m1.png
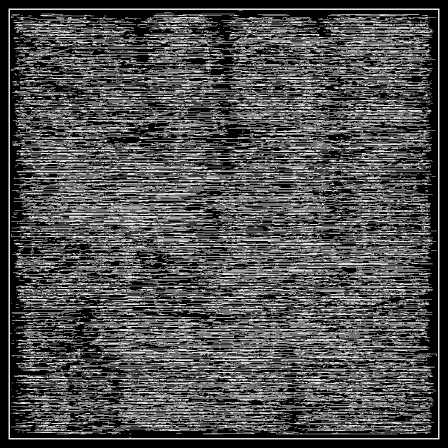
m2.png
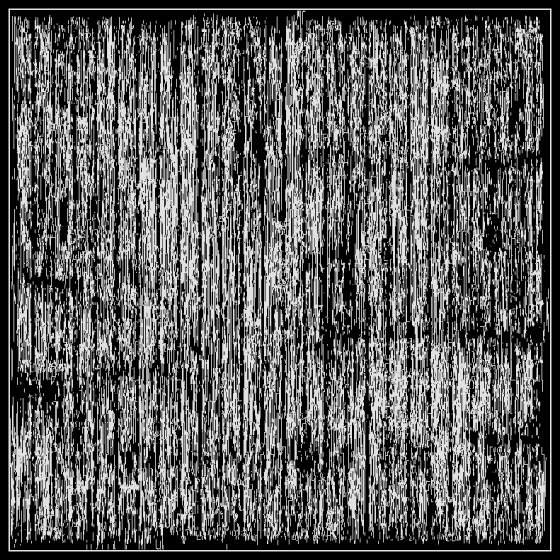
m3.png
The bar under the picture is 100 microns long.
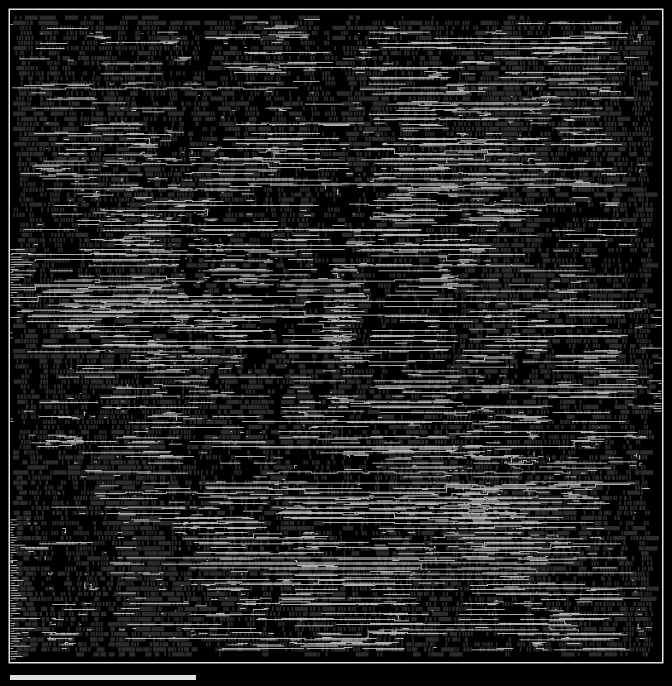
m4.png
The bar under the picture is 100 microns long.
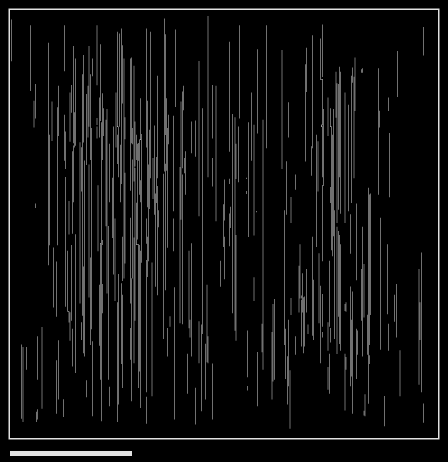
congestion_map.png
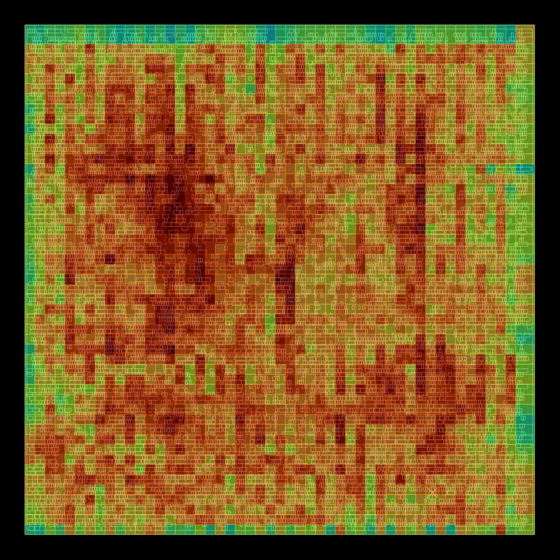
<file path="src/rtl/cim_pkg.sv">
// cim_pkg: shared constants and the bank state type for the cim accumulator bank.
// Related optional-feature macro: CIM_ACC_SAT_EN (saturating accumulation, see cim_acc_cell).
package cim_pkg;

  // ALU operation selector values
  localparam int ALU_ADD = 0;
  localparam int ALU_MUL = 1;

  // Cell selection mode values
  localparam int SEL_RR   = 0;
  localparam int SEL_ADDR = 1;

  // Bank control states: accumulate, flush the ALU stage, stream cells out
  typedef enum logic [1:0] {
    ACC   = 2'd0,
    FLUSH = 2'd1,
    DRAIN = 2'd2
  } bank_state_e;

endpackage

</file>
<file path="src/rtl/alu.sv">
// alu: shared combinational ALU used in front of the accumulator cells.
// ALU_KIND selects add or multiply; the multiply keeps the low DATA_WIDTH bits.
module alu
  import cim_pkg::*;
#(
  parameter int DATA_WIDTH = 32,
  parameter int ALU_KIND   = ALU_ADD
) (
  input  logic [DATA_WIDTH-1:0] a,
  input  logic [DATA_WIDTH-1:0] b,
  output logic [DATA_WIDTH-1:0] y
);

  generate
    if (ALU_KIND == ALU_MUL) begin : g_mul
      assign y = a * b;
    end else begin : g_add
      assign y = a + b;
    end
  endgenerate

endmodule

</file>
<file path="src/rtl/cim_acc_cell.sv">
// cim_acc_cell: one wide accumulator with synchronous clear and add.
// With CIM_ACC_SAT_EN defined the add is a signed saturating add and a
// sticky sat flag records any clamp; otherwise the add wraps.
module cim_acc_cell #(
  parameter int ACC_WIDTH = 40
) (
  input  logic                 clk,
  input  logic                 rst,
  input  logic                 clr,
  input  logic                 add_en,
  input  logic [ACC_WIDTH-1:0] add_val,
  output logic [ACC_WIDTH-1:0] value
`ifdef CIM_ACC_SAT_EN
  ,
  output logic                 sat
`endif
);

  logic [ACC_WIDTH-1:0] sum;

  assign sum = value + add_val;

`ifdef CIM_ACC_SAT_EN
  localparam logic [ACC_WIDTH-1:0] MAX_POS = {1'b0, {(ACC_WIDTH-1){1'b1}}};
  localparam logic [ACC_WIDTH-1:0] MAX_NEG = {1'b1, {(ACC_WIDTH-1){1'b0}}};

  logic                 ovf;
  logic [ACC_WIDTH-1:0] sum_sat;

  // Signed overflow: operands share a sign that the raw sum does not; clamp toward that sign
  always_comb begin
    ovf     = (value[ACC_WIDTH-1] == add_val[ACC_WIDTH-1]) &&
              (sum[ACC_WIDTH-1] != value[ACC_WIDTH-1]);
    sum_sat = sum;
    if (ovf) begin
      sum_sat = value[ACC_WIDTH-1] ? MAX_NEG : MAX_POS;
    end
  end

  // Accumulator and sticky sat flag; clear wins over add
  always_ff @(posedge clk) begin
    if (rst || clr) begin
      value <= '0;
      sat   <= 1'b0;
    end else if (add_en) begin
      value <= sum_sat;
      if (ovf) begin
        sat <= 1'b1;
      end
    end
  end
`else
  // Accumulator with wrap-around add; clear wins over add
  always_ff @(posedge clk) begin
    if (rst || clr) begin
      value <= '0;
    end else if (add_en) begin
      value <= sum;
    end
  end
`endif

endmodule

</file>
<file path="src/rtl/cim_acc_bank.sv">
// cim_acc_bank: accumulator bank between the weight/bias feeder and the result collector.
// Accepted (w, b) beats go through the ALU into a one-deep stage register, then
// are added into the selected cell the next cycle. A drain streams every cell out
// in index order, optionally clearing each as it is read.
// Optional-feature macro: CIM_ACC_SAT_EN (saturating cells plus sat_o port).
//
// Handshakes: a transfer happens on a rising clk edge where valid and ready are
// both high. in_ready_o never depends on in_valid_i; out_valid_o never depends on
// out_ready_i, and out_data_o/out_idx_o hold steady while valid is high and ready low.
`ifndef ALU_KIND
`define ALU_KIND 0
`endif

module cim_acc_bank
  import cim_pkg::*;
#(
  parameter  int N_CELL     = 12,
  parameter  int DATA_WIDTH = 32,
  parameter  int ACC_WIDTH  = 40,
  parameter  int ALU_KIND   = `ALU_KIND,
  parameter  int SEL_MODE   = SEL_RR,
  localparam int IDX_WIDTH  = $clog2(N_CELL)
) (
  input  logic                  clk,
  input  logic                  rst,
  input  logic                  clr_i,
  input  logic                  in_valid_i,
  output logic                  in_ready_o,
  input  logic [DATA_WIDTH-1:0] in_w_i,
  input  logic [DATA_WIDTH-1:0] in_b_i,
  input  logic [IDX_WIDTH-1:0]  in_sel_i,
  input  logic                  rd_start_i,
  input  logic                  rd_clear_i,
  output logic                  out_valid_o,
  input  logic                  out_ready_i,
  output logic [ACC_WIDTH-1:0]  out_data_o,
  output logic [IDX_WIDTH-1:0]  out_idx_o,
  output logic                  out_last_o,
  output logic                  err_o,
`ifdef CIM_ACC_SAT_EN
  output logic                  sat_o,
`endif
  output logic                  busy_o
);

  localparam logic [IDX_WIDTH:0]   N_CELL_W = (IDX_WIDTH+1)'(N_CELL);
  localparam logic [IDX_WIDTH-1:0] LAST_IDX = IDX_WIDTH'(N_CELL - 1);

  bank_state_e state, state_nxt;

  logic [IDX_WIDTH-1:0]  wr_ptr;
  logic [IDX_WIDTH-1:0]  rd_ptr;
  logic [IDX_WIDTH-1:0]  tgt_idx;
  logic                  tgt_ok;
  logic                  hs;
  logic                  drain_hs;
  logic                  rd_last;
  logic                  rd_clear_q;

  logic [DATA_WIDTH-1:0] alu_y;
  logic                  stage_valid;
  logic [DATA_WIDTH-1:0] stage_data;
  logic [IDX_WIDTH-1:0]  stage_idx;
  logic [ACC_WIDTH-1:0]  stage_ext;

  logic [ACC_WIDTH-1:0]  cell_val [N_CELL];
  logic [N_CELL-1:0]     cell_add;
  logic [N_CELL-1:0]     cell_clr;
`ifdef CIM_ACC_SAT_EN
  logic [N_CELL-1:0]     cell_sat;
`endif

  // Handshake and target selection
  assign in_ready_o = (state == ACC) && !clr_i;
  assign hs         = in_valid_i && in_ready_o;
  assign tgt_idx    = (SEL_MODE == SEL_ADDR) ? in_sel_i : wr_ptr;
  assign tgt_ok     = {1'b0, tgt_idx} < N_CELL_W;

  // Readout side: data is read combinationally from the cell under rd_ptr
  assign out_valid_o = (state == DRAIN);
  assign rd_last     = (rd_ptr == LAST_IDX);
  assign drain_hs    = out_valid_o && out_ready_i && !clr_i;
  assign out_data_o  = cell_val[rd_ptr];
  assign out_idx_o   = rd_ptr;
  assign out_last_o  = out_valid_o && rd_last;
`ifdef CIM_ACC_SAT_EN
  assign sat_o       = cell_sat[rd_ptr];
`endif

  assign busy_o    = (state != ACC) || stage_valid;
  assign stage_ext = ACC_WIDTH'($signed(stage_data));

  alu #(
    .DATA_WIDTH(DATA_WIDTH),
    .ALU_KIND  (ALU_KIND)
  ) u_alu (
    .a(in_w_i),
    .b(in_b_i),
    .y(alu_y)
  );

  generate
    for (genvar i = 0; i < N_CELL; i++) begin : g_cell
      assign cell_add[i] = stage_valid && (stage_idx == IDX_WIDTH'(i));
      assign cell_clr[i] = clr_i || (drain_hs && rd_clear_q && (rd_ptr == IDX_WIDTH'(i)));

      cim_acc_cell #(
        .ACC_WIDTH(ACC_WIDTH)
      ) u_cell (
        .clk    (clk),
        .rst    (rst),
        .clr    (cell_clr[i]),
        .add_en (cell_add[i]),
        .add_val(stage_ext),
`ifdef CIM_ACC_SAT_EN
        .sat    (cell_sat[i]),
`endif
        .value  (cell_val[i])
      );
    end
  endgenerate

  // State register
  always_ff @(posedge clk) begin
    if (rst) begin
      state <= ACC;
    end else begin
      state <= state_nxt;
    end
  end

  // Next state: clear aborts anything; FLUSH waits for the stage beat to land
  always_comb begin
    state_nxt = state;
    if (clr_i) begin
      state_nxt = ACC;
    end else begin
      case (state)
        ACC:     if (rd_start_i) state_nxt = FLUSH;
        FLUSH:   if (!stage_valid) state_nxt = DRAIN;
        DRAIN:   if (drain_hs && rd_last) state_nxt = ACC;
        default: state_nxt = ACC;
      endcase
    end
  end

  // ALU stage register: holds one accepted beat for writeback next cycle
  always_ff @(posedge clk) begin
    if (rst || clr_i) begin
      stage_valid <= 1'b0;
      stage_data  <= '0;
      stage_idx   <= '0;
    end else begin
      stage_valid <= hs && tgt_ok;
      if (hs && tgt_ok) begin
        stage_data <= alu_y;
        stage_idx  <= tgt_idx;
      end
    end
  end

  // Round-robin write pointer; untouched by drains and by addressed mode
  always_ff @(posedge clk) begin
    if (rst || clr_i) begin
      wr_ptr <= '0;
    end else if (hs && (SEL_MODE == SEL_RR)) begin
      wr_ptr <= (wr_ptr == LAST_IDX) ? '0 : wr_ptr + 1'b1;
    end
  end

  // Read pointer walks 0..N_CELL-1 across a drain and returns to 0
  always_ff @(posedge clk) begin
    if (rst || clr_i) begin
      rd_ptr <= '0;
    end else if (drain_hs) begin
      rd_ptr <= rd_last ? '0 : rd_ptr + 1'b1;
    end
  end

  // Clear-on-read mode captured when a drain is requested
  always_ff @(posedge clk) begin
    if (rst || clr_i) begin
      rd_clear_q <= 1'b0;
    end else if ((state == ACC) && rd_start_i) begin
      rd_clear_q <= rd_clear_i;
    end
  end

  // Sticky error for an addressed beat whose index has no cell
  always_ff @(posedge clk) begin
    if (rst || clr_i) begin
      err_o <= 1'b0;
    end else if (hs && !tgt_ok) begin
      err_o <= 1'b1;
    end
  end

endmodule

</file>
<file path="config.mk">
export PLATFORM = sky130hd
export DESIGN_NAME = cim_acc_bank
export DESIGN_NICKNAME = d
export VERILOG_FILES = /design/src/rtl/cim_pkg.sv /design/src/rtl/alu.sv /design/src/rtl/cim_acc_cell.sv /design/src/rtl/cim_acc_bank.sv
export SDC_FILE = /design/constraint.sdc
export NUM_CORES = 2
export LEC_CHECK = 0
export ABC_AREA = 1
export ABC_CLOCK_PERIOD_IN_PS = 4000
export CAP_MARGIN = 20
export CORE_MARGIN = 1
export CORE_UTILIZATION = 50
export DETAILED_ROUTE_END_ITERATION = 7
export GPL_TIMING_DRIVEN = 0
export PLACE_DENSITY = 0.69
export SETUP_SLACK_MARGIN = 0.3
export SLEW_MARGIN = 20
export SYNTH_ARGS = -nofsm -noshare
export SYNTH_HDL_FRONTEND = slang
export SYNTH_SLANG_ARGS = --single-unit
</file>
<file path="constraint.sdc">
create_clock -name clk -period 4 [get_ports clk]
set_clock_uncertainty 0.2 [all_clocks]
set_input_delay 0.8 -clock clk [delete_from_list [all_inputs] [get_ports clk]]
set_output_delay 0.8 -clock clk [all_outputs]
set_load 0.05 [all_outputs]
</file>
==> flow_summary.json <==
{
  "synth_flops": 529,
  "synthCells": 11146,
  "drc": 1,
  "grt_pass1_wl_microns": 399000,
  "grt_overflow": 0,
  "cts_tree": "done",
  "drt_iter0_drc": 9015,
  "power_frac_clock_pct": 49.7,
  "ys_async_sr_fraction_pct": 0,
  "violations": "DRC",
  "dp.cells": 12910,
  "drt_pass1_iterations": 8,
  "logic_gates": 8211,
  "fp-utilization_pct": 50.6,
  "arrival_ps": 2760,
  "setup_viol": 0,
  "hold_buffers": 0,
  "grt_pass1_vias": 64051,
  "cp_slowest_cell": "dfxtp_4",
  "clock_cell_area_share_pct": 3.42,
  "crit_type": "reg2out",
  "xor_area_share_pct": 3.70,
  "ys_sh_aoi_pct": 15.9,
  "startpoint_type": "flip-flop",
  "slowest_delay_ps": 400,
  "ctsHtreeMaxLevel": 3,
  "clockRootBuffer": "clkbuf_16",
  "cp.required_ps": 3000,
  "io_pins": 124,
  "outcome": "finished with violations",
  "leakage_nw": 38.5,
  "num_rows": 127,
  "max-slew-margin-rel_pct": 33.9,
  "lay_top_cells": "nand2_1 (3,469), inv_1 (2,139), nor2_1 (1,238), a21oi_1 (877), nand3_1 (703)",
  "yosys-stat-area_sq_um": 60900,
  "fp.coreArea_sq_um": 120000,
  "cpMostUsedCell": "buf_12",
  "hold_class": "reg2reg",
  "rsz0062_at_grt": "yes",
  "finalSetupTns_ps": 0,
  "simple_gate_area_share_pct": 36.9,
  "dieArea_sq_um": 123000,
  "pwr-share-comb_pct": 11.0,
  "numCtsBuffers": 72,
  "p_per_area_nw_per_um2": 197,
  "place_ws_ps": -1510,
  "hold_depth": 2,
  "final_hold_viol_count": 0,
  "wl_met1_microns": 115000,
  "top_layer": "met5",
  "hold_slack_ps": 294,
  "area_delta_synth_final_pct": 14.6
}
## Picture notes: m1.png
nets with wire on the layer	11,564
main direction	horizontal
share of all routed wire	42%
longest straight run	161 microns
met1 global-route usage: 59.0%
wirelength, routed: 276,000 microns

## Picture notes: m2.png
share of all routed wire	40%
main direction	vertical
wire length on this layer	110 mm
nets with wire on the layer	9,386
Vias: 72,162
M2 GR Usage: 63.3%

## Picture notes: m3.png
longest straight run	170 microns
wire length on this layer	32.4 mm
share of all routed wire	12%

## Picture notes: m4.png
main direction	vertical
nets with wire on the layer	212

## Picture notes: congestion_map.png
utilization after layout: 58.0%
M3 GR Usage: 9.35%
wire per inst: 21.1 microns
most used routing layer: met2
gr usage total: 43.6%

state kept, by name (all words and copies together) (netlist names):
name and count:
g_cell.u_cell.value 480, stage_idx 4, state 2, out_idx_o 4, err_o 1, stage_valid 1
tgt_idx 4, stage_data 32, rd_clear_q 1
power groups by stage:
stage / Combinational, W / Clock (W) / Sequential (W)
finish: 0.00152 / 0.00684 / 0.00541
floorplan: 0.000867 / 0 / 0.00546
global placement: 0.00125 / 0 / 0.00563
detailed placement: 0.00144 / 0 / 0.00552
global route: 0.00162 / 0.00702 / 0.00540
CTS: 0.00147 / 0.00683 / 0.00540
final timing paths:
check | endpoint | slack, ps | start
hold / removal | g_cell[0].u_cell.value[0] | 290 | g_cell[0].u_cell.value[0]
setup reg to reg | g_cell[10].u_cell.value[32] | 770 | stage_data[0]
setup / recovery | out_data_o[32] | 240 | out_idx_o[1]
hold reg to reg | g_cell[0].u_cell.value[0] | 290 | g_cell[0].u_cell.value[0]
cells in the mapped netlist, drive strengths merged, types with 2 or more instances:
master  count  area [sq um]
nor2     1259          4840
nand3     718          3660
a21o       11          82.6
o21a       42           315
o211ai      4          30.0
o22ai      15          93.8
a21boi      2          15.0
o21ai     672          3400
o221ai      2          17.5
nor4        4          25.0
xnor2      61           534
inv      2169          8160
or2        17           106
clkbuf     99           373
nor3       61           315
dfxtp     529         10600
a21oi    1019          5180
a31oi       6          37.5
fa         13           260
nand2    3478         13100
nand4      31           194
xor2      196          1720
buf       137           831
ha        504          6310
or3        33           206
o21bai     58           435
worst min-delay path, delay by kind of cell (launching register included):
family	cells	cell delay, ps
compound gates	1	50
flops	1	330
simple gates	1	70
what timing repair did:
action | in CTS | in global routing
gates cloned | 1 | 0
resized | 847 | 110
buffers inserted | 12 | 0
pin swaps | 48 | 36
setup endpoints to repair | 77 | 39
Power and IR drop assume default switching activity.
